### src/rtl/dual_prio_pkg.sv
// ----------------------------------------------------------------------------
// dual_prio_pkg
// Shared constants and types for the dual priority encoder.
//   REQ_W     : number of request lines
//   CODE_W    : width of an encoded request code (2**CODE_W > REQ_W)
//   code_t    : encoded request type; request i is reported as code i+1
//   CODE_NONE : code meaning "no request"
// ----------------------------------------------------------------------------
package dual_prio_pkg;

   localparam int REQ_W  = 12;
   localparam int CODE_W = 4;

   typedef logic [CODE_W-1:0] code_t;

   localparam code_t CODE_NONE = '0;

endpackage : dual_prio_pkg

### src/rtl/prio_enc.sv
// ----------------------------------------------------------------------------
// prio_enc
// Combinational highest-index priority encoder.
// Ports:
//   req  : request vector, bit i set = request i active
//   code : index+1 of the highest set bit, CODE_NONE when req is empty
//   any  : 1 when at least one request bit is set
// ----------------------------------------------------------------------------
module prio_enc
   import dual_prio_pkg::*;
(
   input  logic [REQ_W-1:0] req,
   output code_t            code,
   output logic             any
);

   // Ascending scan: a later (higher) set bit overwrites earlier ones, so the
   // highest index wins.
   always_comb begin
      code = CODE_NONE;
      any  = 1'b0;
      for (int i = 0; i < REQ_W; i++) begin
         if (req[i]) begin
            code = code_t'(i + 1);
            any  = 1'b1;
         end
      end
   end

endmodule : prio_enc

### src/rtl/dual_priority_encoder.sv
// ----------------------------------------------------------------------------
// dual_priority_encoder
// Registered dual priority encoder: reports the highest and second-highest
// active request of a REQ_W-bit vector, one clock of latency.
// Ports:
//   clk      : system clock, rising edge
//   reset    : synchronous active-high reset, clears all outputs
//   r        : request vector, r[REQ_W-1] highest priority
//   p1       : code of highest active request (index+1), 0 if none
//   p2       : code of second-highest active request, 0 if fewer than two
//   p1_valid : at least one request was active
//   p2_valid : at least two requests were active
// ----------------------------------------------------------------------------
module dual_priority_encoder
   import dual_prio_pkg::*;
(
   input  logic             clk,
   input  logic             reset,
   input  logic [REQ_W-1:0] r,
   output code_t            p1,
   output code_t            p2,
   output logic             p1_valid,
   output logic             p2_valid
);

   code_t            code_hi;
   code_t            code_lo;
   logic             any_hi;
   logic             any_lo;
   logic [REQ_W-1:0] win_onehot;
   logic [REQ_W-1:0] masked;

   prio_enc u_enc_hi (
      .req  (r),
      .code (code_hi),
      .any  (any_hi)
   );

   // One-hot decode of the winning code; CODE_NONE matches no bit, so an
   // empty request leaves the mask all-zero.
   always_comb begin
      win_onehot = '0;
      for (int i = 0; i < REQ_W; i++) begin
         win_onehot[i] = (code_hi == code_t'(i + 1));
      end
   end

   assign masked = r & ~win_onehot;

   prio_enc u_enc_lo (
      .req  (masked),
      .code (code_lo),
      .any  (any_lo)
   );

   // Output register stage: everything visible to the outside is registered.
   always_ff @(posedge clk) begin
      if (reset) begin
         p1       <= CODE_NONE;
         p2       <= CODE_NONE;
         p1_valid <= 1'b0;
         p2_valid <= 1'b0;
      end else begin
         p1       <= code_hi;
         p2       <= code_lo;
         p1_valid <= any_hi;
         p2_valid <= any_lo;
      end
   end

endmodule : dual_priority_encoder

### config.mk
export PLATFORM = sky130hd
export DESIGN_NAME = dual_priority_encoder
export DESIGN_NICKNAME = d
export VERILOG_FILES = /design/src/rtl/dual_prio_pkg.sv /design/src/rtl/prio_enc.sv /design/src/rtl/dual_priority_encoder.sv
export SDC_FILE = /design/constraint.sdc
export NUM_CORES = 1
export LEC_CHECK = 0
export CAP_MARGIN = 20
export CORE_MARGIN = 2
export CORE_UTILIZATION = 46
export CTS_BUF_LIST = sky130_fd_sc_hd__clkbuf_4 sky130_fd_sc_hd__clkbuf_8 sky130_fd_sc_hd__clkbuf_16
export DETAILED_ROUTE_END_ITERATION = 8
export PLACE_DENSITY = 0.84
export SLEW_MARGIN = 0
export SYNTH_ARGS = -nofsm -noshare
export SYNTH_HDL_FRONTEND = slang
export SYNTH_HIERARCHICAL = 1
export SYNTH_SLANG_ARGS = --single-unit
### constraint.sdc
create_clock -name clk -period 3.4 [get_ports clk]
set_input_delay 0.51 -clock clk [delete_from_list [all_inputs] [get_ports clk]]
set_output_delay 0.51 -clock clk [all_outputs]
set_load 0.01 [all_outputs]
Fig. 1: gate families picked out
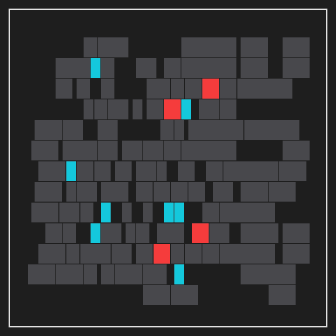
nand cells: shown in red, cells 4, most used nand2b_1. inv cells: shown in cyan, cells 8, most used inv_1.

Fig. 2: signal wires on met1
Supply wires on this layer in gray.
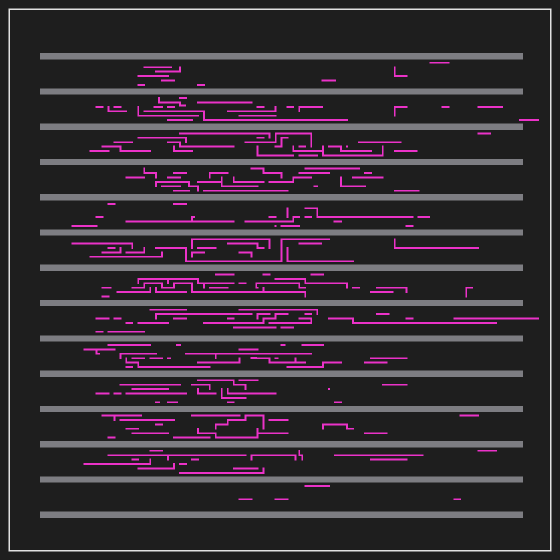
The layer holds 41% of the routed length. The wires run mostly horizontal. The layer carries 547 um of wire. The longest straight run is 11.0 um. 107 nets have wire on it.

Fig. 3: I/O pins on the die edge
Pins as bars across the die edge, other pins in gray.
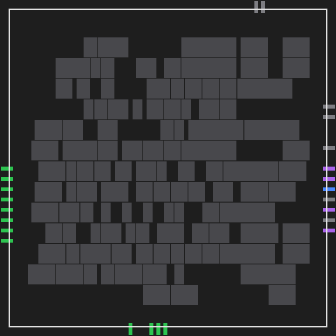
`r`: shown in green, pins 12, direction input, edge 8 left, 4 bottom. `reset`: shown in blue, pins 1, direction input, edge right. `p1`: shown in purple, pins 4, direction output, edge right.
IO Port Bufs: 23
die y size: 41.6 um
die width: 41.6 um

Fig. 4: clock nets
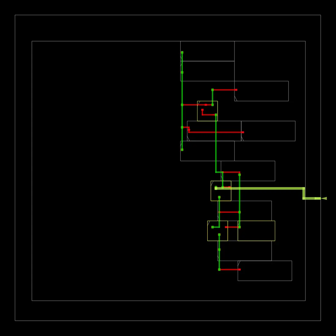
Clock Power: 0.000100 W
flip-flops: 10
clock sink count: 10

==> impl_metrics.csv <==
group,metric,value,unit
timing,finalSetupViolCount,0,
grt,grt-ovfl-total,0,
placed_design,hpwl,1140,um
layout,sh_seq_area,21.4,%
grt,grt_usage,16.1,%
clocking,clockRootBuffer,"clkbuf_4",
route,drtPass1Iterations,4,
min_path,min_to,"p2[3]$_SDFF_PP0_",
synthesis,avgSynthCellArea,7.76,um^2
timing,finalCriticalPeriod,2.94,ns
synthesis,synth_area,652,um^2
pwr,power,0.000310,W
synthesis,synth.cellmix.adderShare,0,%
grt,grt_pass1_wl,2190,um
placed_design,dp_cells,122,
layout,nNonClkInverters,8,
pwr,p_sw,0.0000758,W
layout,final_area,937,um^2
synthesis,top_cells_by_area,"dfxtp_1 (31%), nor2b_1 (14%), a21boi_1 (9.2%)",
placed_design,post_dp_cell_area,901,um^2
grt,grt_pass1_vias,572,
floorplanning,io_pins,24,
pwr,p_sw_share,24.4,%
layout,nClkBuffers,4,
route,dr_wl_met2,711,um
floorplanning,row_count,13,
timing,fmax,0.341,GHz
layout,stdcell_count,126,
synthesis,syn_nets,98,
timing,tns,0,ns
grt,use_met1,16.0,%
layout,clock_tree_area_fraction,3.87,%
outcome,outcome,"complete, no violations",
Power figures rest on the tool's default switching activity, not on a simulated workload.
